`config.mk`:
```
export PLATFORM = sky130hd
export DESIGN_NAME = mem_access
export DESIGN_NICKNAME = d
export VERILOG_FILES = /design/src/rtl/mem_access.sv
export SDC_FILE = /design/constraint.sdc
export NUM_CORES = 1
export LEC_CHECK = 0
export ABC_CLOCK_PERIOD_IN_PS = 5150
export CORE_UTILIZATION = 45
export DETAILED_ROUTE_END_ITERATION = 8
export MAX_ROUTING_LAYER = met4
export PLACE_DENSITY_LB_ADDON = 0.1
export SKIP_CTS_REPAIR_TIMING = 1
export SYNTH_ARGS = -nofsm -noshare
export SYNTH_HDL_FRONTEND = slang
export SYNTH_SLANG_ARGS = --single-unit
```
`constraint.sdc`:
```
create_clock -name clk -period 5.15 [get_ports clk]
set_input_delay 0.515 -clock clk [delete_from_list [all_inputs] [get_ports clk]]
set_output_delay 0.515 -clock clk [all_outputs]
set_load 0.02 [all_outputs]
```
`src/rtl/mem_access.sv`:
```
// mem_access: RV32I load/store stage between execute and write-back.
// Takes one request per instruction, runs it as a single outstanding
// valid/ready bus transaction, and returns extended load data to the
// register file.
//
// Ports:
//   clk, rst          core clock, async active-high reset
//   req_i .. rd_i     request from execute (store/load, addresses, data,
//                     funct3, destination register)
//   bus_*             valid/ready data bus (addr, wr, wdata, wstrb, rdata)
//   busy_o            combinational pipeline hold
//   done_o            one-cycle completion pulse
//   reg_wr_*, reg_data_o  load write-back
//   err_o             one-cycle pulse on misalignment, bad funct3 or timeout
module mem_access #(
    parameter int unsigned TIMEOUT_CYCLES = 255
) (
    input  logic        clk,
    input  logic        rst,
    input  logic        req_i,
    input  logic        wr_en_i,
    input  logic [31:0] rd_addr_i,
    input  logic [31:0] wr_addr_i,
    input  logic [31:0] wr_data_i,
    input  logic [2:0]  funct3_i,
    input  logic [4:0]  rd_i,
    output logic        bus_valid_o,
    input  logic        bus_ready_i,
    output logic [31:0] bus_addr_o,
    output logic        bus_wr_o,
    output logic [31:0] bus_wdata_o,
    output logic [3:0]  bus_wstrb_o,
    input  logic [31:0] bus_rdata_i,
    output logic        busy_o,
    output logic        done_o,
    output logic        reg_wr_en_o,
    output logic [4:0]  reg_wr_addr_o,
    output logic [31:0] reg_data_o,
    output logic        err_o
);

    localparam int unsigned XLEN  = 32;
    localparam int unsigned CNT_W = 16;

    typedef enum logic [1:0] {
        S_IDLE,
        S_BUS,
        S_DONE
    } state_t;

    state_t            state_q, state_d;
    logic [CNT_W-1:0]  cnt_q, cnt_d;
    logic [XLEN-1:0]   bus_addr_q, bus_addr_d;
    logic              bus_wr_q, bus_wr_d;
    logic [XLEN-1:0]   bus_wdata_q, bus_wdata_d;
    logic [3:0]        bus_wstrb_q, bus_wstrb_d;
    logic [2:0]        funct3_q, funct3_d;
    logic [4:0]        rd_q, rd_d;
    logic              bus_valid_q, bus_valid_d;
    logic              done_q, done_d;
    logic              reg_wr_en_q, reg_wr_en_d;
    logic [4:0]        reg_wr_addr_q, reg_wr_addr_d;
    logic [XLEN-1:0]   reg_data_q, reg_data_d;
    logic              err_q, err_d;

    logic [XLEN-1:0]   req_addr;
    logic              funct3_ok;
    logic              align_ok;
    logic              req_ok;
    logic [XLEN-1:0]   st_wdata;
    logic [3:0]        st_wstrb;
    logic [7:0]        ld_byte;
    logic [15:0]       ld_half;
    logic [XLEN-1:0]   ld_value;

    // Request address selection and legality checks.
    always_comb begin
        req_addr = wr_en_i ? wr_addr_i : rd_addr_i;

        funct3_ok = 1'b0;
        case (funct3_i)
            3'b000, 3'b001, 3'b010: funct3_ok = 1'b1;
            3'b100, 3'b101:         funct3_ok = ~wr_en_i;
            default:                funct3_ok = 1'b0;
        endcase

        align_ok = 1'b1;
        case (funct3_i[1:0])
            2'b01:   align_ok = ~req_addr[0];
            2'b10:   align_ok = (req_addr[1:0] == 2'b00);
            default: align_ok = 1'b1;
        endcase

        req_ok = funct3_ok & align_ok;
    end

    // Store lane replication and strobes; loads drive no strobes.
    always_comb begin
        st_wdata = wr_data_i;
        st_wstrb = 4'b1111;
        case (funct3_i[1:0])
            2'b00: begin
                st_wdata = {4{wr_data_i[7:0]}};
                st_wstrb = 4'b0001 << req_addr[1:0];
            end
            2'b01: begin
                st_wdata = {2{wr_data_i[15:0]}};
                st_wstrb = 4'b0011 << req_addr[1:0];
            end
            default: begin
                st_wdata = wr_data_i;
                st_wstrb = 4'b1111;
            end
        endcase
        if (!wr_en_i) begin
            st_wdata = '0;
            st_wstrb = 4'b0000;
        end
    end

    // Load lane extraction and sign/zero extension from the latched address.
    always_comb begin
        ld_byte = 8'h00;
        case (bus_addr_q[1:0])
            2'b00:   ld_byte = bus_rdata_i[7:0];
            2'b01:   ld_byte = bus_rdata_i[15:8];
            2'b10:   ld_byte = bus_rdata_i[23:16];
            default: ld_byte = bus_rdata_i[31:24];
        endcase
        ld_half = bus_addr_q[1] ? bus_rdata_i[31:16] : bus_rdata_i[15:0];

        ld_value = bus_rdata_i;
        case (funct3_q)
            3'b000:  ld_value = {{24{ld_byte[7]}}, ld_byte};
            3'b001:  ld_value = {{16{ld_half[15]}}, ld_half};
            3'b100:  ld_value = {24'h000000, ld_byte};
            3'b101:  ld_value = {16'h0000, ld_half};
            default: ld_value = bus_rdata_i;
        endcase
    end

    // Next-state and registered-output logic.
    always_comb begin
        state_d       = state_q;
        cnt_d         = cnt_q;
        bus_addr_d    = bus_addr_q;
        bus_wr_d      = bus_wr_q;
        bus_wdata_d   = bus_wdata_q;
        bus_wstrb_d   = bus_wstrb_q;
        funct3_d      = funct3_q;
        rd_d          = rd_q;
        reg_wr_addr_d = reg_wr_addr_q;
        reg_data_d    = reg_data_q;
        bus_valid_d   = 1'b0;
        done_d        = 1'b0;
        reg_wr_en_d   = 1'b0;
        err_d         = 1'b0;

        case (state_q)
            S_IDLE: begin
                if (req_i) begin
                    if (req_ok) begin
                        state_d     = S_BUS;
                        bus_valid_d = 1'b1;
                        cnt_d       = '0;
                        bus_addr_d  = req_addr;
                        bus_wr_d    = wr_en_i;
                        bus_wdata_d = st_wdata;
                        bus_wstrb_d = st_wstrb;
                        funct3_d    = funct3_i;
                        rd_d        = rd_i;
                    end else begin
                        err_d = 1'b1;
                    end
                end
            end
            S_BUS: begin
                if (bus_ready_i) begin
                    state_d = S_DONE;
                    cnt_d   = '0;
                    done_d  = 1'b1;
                    if (!bus_wr_q) begin
                        reg_wr_en_d   = (rd_q != 5'd0);
                        reg_wr_addr_d = rd_q;
                        reg_data_d    = ld_value;
                    end
                end else if (cnt_q == CNT_W'(TIMEOUT_CYCLES - 1)) begin
                    // Expiry: abandon the access without write-back.
                    state_d = S_IDLE;
                    cnt_d   = '0;
                    err_d   = 1'b1;
                end else begin
                    bus_valid_d = 1'b1;
                    cnt_d       = CNT_W'(cnt_q + 1'b1);
                end
            end
            S_DONE: begin
                state_d = S_IDLE;
            end
            default: begin
                state_d = S_IDLE;
            end
        endcase
    end

    // State and output registers.
    always_ff @(posedge clk or posedge rst) begin
        if (rst) begin
            state_q       <= S_IDLE;
            cnt_q         <= '0;
            bus_addr_q    <= '0;
            bus_wr_q      <= 1'b0;
            bus_wdata_q   <= '0;
            bus_wstrb_q   <= 4'b0000;
            funct3_q      <= 3'b000;
            rd_q          <= 5'd0;
            bus_valid_q   <= 1'b0;
            done_q        <= 1'b0;
            reg_wr_en_q   <= 1'b0;
            reg_wr_addr_q <= 5'd0;
            reg_data_q    <= '0;
            err_q         <= 1'b0;
        end else begin
            state_q       <= state_d;
            cnt_q         <= cnt_d;
            bus_addr_q    <= bus_addr_d;
            bus_wr_q      <= bus_wr_d;
            bus_wdata_q   <= bus_wdata_d;
            bus_wstrb_q   <= bus_wstrb_d;
            funct3_q      <= funct3_d;
            rd_q          <= rd_d;
            bus_valid_q   <= bus_valid_d;
            done_q        <= done_d;
            reg_wr_en_q   <= reg_wr_en_d;
            reg_wr_addr_q <= reg_wr_addr_d;
            reg_data_q    <= reg_data_d;
            err_q         <= err_d;
        end
    end

    // Hold execute in the request cycle itself, and throughout the bus phase.
    assign busy_o = (state_q == S_BUS) | ((state_q == S_IDLE) & req_i & req_ok);

    assign bus_valid_o   = bus_valid_q;
    assign bus_addr_o    = bus_addr_q;
    assign bus_wr_o      = bus_wr_q;
    assign bus_wdata_o   = bus_wdata_q;
    assign bus_wstrb_o   = bus_wstrb_q;
    assign done_o        = done_q;
    assign reg_wr_en_o   = reg_wr_en_q;
    assign reg_wr_addr_o = reg_wr_addr_q;
    assign reg_data_o    = reg_data_q;
    assign err_o         = err_q;

endmodule

```
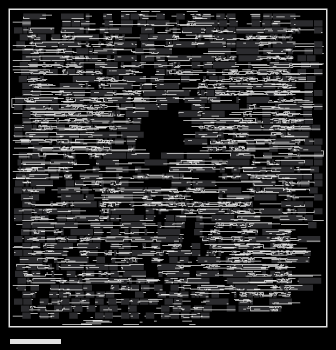
Run 1: the metal 1 layer
Scale bar: 20 um. Cells faint in the background.
wire length on this layer = 7790 um
longest straight run = 28.5 um

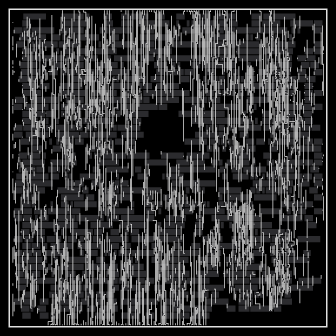
Run 1: M2 wires
Cells faint in the background.
main direction = vertical
longest straight run = 50.0 um
DRT Wirelength: 19600 um
GR Util met2: 0.439
via count: 6293

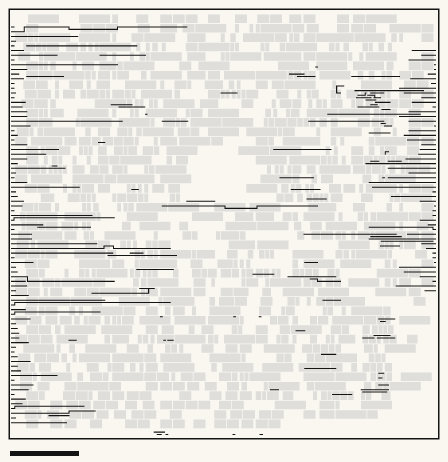
Run 1: metal 3
Scale bar: 20 um. Cells faint in the background.
nets with wire on the layer = 190
share of all routed wire = 8.4%
wire length on this layer = 1650 um
longest straight run = 44.9 um
main direction = horizontal

==> results_slide.txt, run 1 <==
Implementation Results

Place
  – DP Wirelength: 14000 um
  – GPL Wtd Cong: 0.921

Pwr
  – Power Density: 507 nW/um^2
  – Worst vdd ir: 0.268 mV
  – Clock share of power: 0.275
  – Switching fraction of total power: 0.343
  – Combinational Power: 1.95 mW
  – Switching pwr: 1.72 mW

Floorplanning
  – Chip area: 15300 um^2
  – Pre-Place Util: 0.459

Clocking
  – Max Root-Sink Buffers: 2
  – TritonCTS clock tree: built
  – CTS clk-pin slew, worst paths: 0.06 ns

Routing
  – Top sig layer: met4
  – Metal3 WL: 1650 um
  – Post-DRT Antenna Nets: 0
  – Vias per cell: 5.46
  – WL/cell: 17.0 um
  – Drt drc: 0

GRT
  – Grt peak-use layer: met2
  – Vias in the first global route: 6019
  – Global routing usage on met3: 0.0696
  – GRT overflow: 0
  – Global-route wire length before repair: 30500 um

Flow run
  – Tool warnings: 31
  – Max Cap Viol: 0

Critical path
  – Worst Setup SP: funct3_i[1]
  – Crit path cell chain: clkdlybuf4s50_1 > inv_1 > ha_1 > o2bb2ai_1 > a31oi_1 > o311a_1 > buf_4 > clkdlybuf4s50_1
  – CP Launch Type: primary input
  – R2r setup slk: 2.60 ns
  – Crit-path leading delay family: buffers and inverters
  – Worst Path Arrival: 3.11 ns

Finish
  – Combinational share of cell area: 0.300
  – # fillers: 1135
  – P&R area growth vs syn: 49.0%

Yosys
  – YS chip area: 6650 um^2
  – Simple-Gate Area Share: 0.171
  – Cell with the most instances after synthesis: nand2_1
  – Synth Area per Inst: 9.21 um^2
  – Adder share: 0.00941
  – Yosys cell types: 46
  – Dominant comb cell: simple AND/OR/NAND/NOR gates
  – Sequential share of the synthesized area: 0.512

Final timing
  – Final slew viol count: 0
  – Setup tns final: 0 ns

Run status
  – Outcome: complete, no violations
==> run 2: changes to the inputs <==
ABC_CLOCK_PERIOD_IN_PS = 3300   (was 5150)
CORE_UTILIZATION = 40   (was 45)
clock period = 3.3 ns   (was 5.15 ns; I/O delays follow)
==> run 2 against run 1 <==
Against the previous run:
- count of clock-buffer cells in the layout fell by 4
- global-route usage fell by 3.1 points
- area after synthesis did not move
- combinational power rose by 57%
- largest cell class unchanged
- highest routed layer unchanged
==> results_slide.txt, run 2 <==
Implementation Results

Finish
  – # fillers: 1361 (+20%)
  – Combinational share of cell area: 0.299 (-0.000842)

GRT
  – GR Util met2: 0.362 (-0.0770)
  – Vias in the first global route: 5692 (-5.4%)
  – Grt peak-use layer: met2

Yosys
  – Simple-Gate Area Share: 0.171 (unchanged)
  – Synth Area per Inst: 9.21 um^2 (unchanged)
  – Adder share: 0.00941 (unchanged)
  – YS chip area: 6650 um^2 (unchanged)

Clocking
  – CTS clk-pin slew, worst paths: 0.06 ns (about the same)
  – TritonCTS clock tree: built

Pwr
  – Worst vdd ir: 0.386 mV (+44%)
  – Switching pwr: 2.66 mW (+54%)
  – Clock share of power: 0.243 (-0.032)
  – Power Density: 754 nW/um^2 (+49%)

Flow run
  – Tool warnings: 29 (-6.5%)

Floorplanning
  – Chip area: 17100 um^2 (+12%)
  – Pre-Place Util: 0.414 (-0.0452)

Final timing
  – Final slew viol count: 0 (unchanged)
  – Setup tns final: 0 ns (unchanged)

Run status
  – Outcome: complete, no violations

Place
  – DP Wirelength: 14000 um (-0.62%)

Routing
  – DRT Wirelength: 19200 um (-1.9%)
  – WL/cell: 16.1 um (-5.1%)
  – Via count: 6036 (-4.1%)

Critical path
  – R2r setup slk: 1.08 ns (-1.52 ns)
  – Worst Path Arrival: 2.23 ns (-0.88 ns)
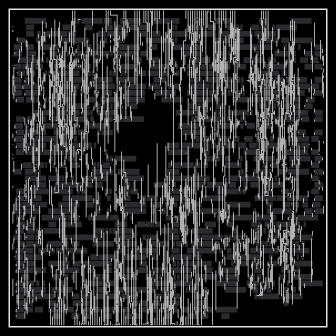
Run 2: M2 wires
Cells faint in the background.
wire length on this layer = 8940 um
main direction = vertical
nets with wire on the layer = 876

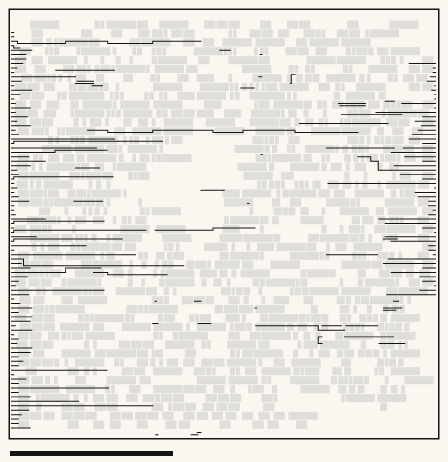
Run 2: metal 3
Scale bar: 50 um. Cells faint in the background.
share of all routed wire = 8.6%
longest straight run = 49.0 um
nets with wire on the layer = 170
wire length on this layer = 1660 um

Power is estimated from default activity; no workload was simulated.
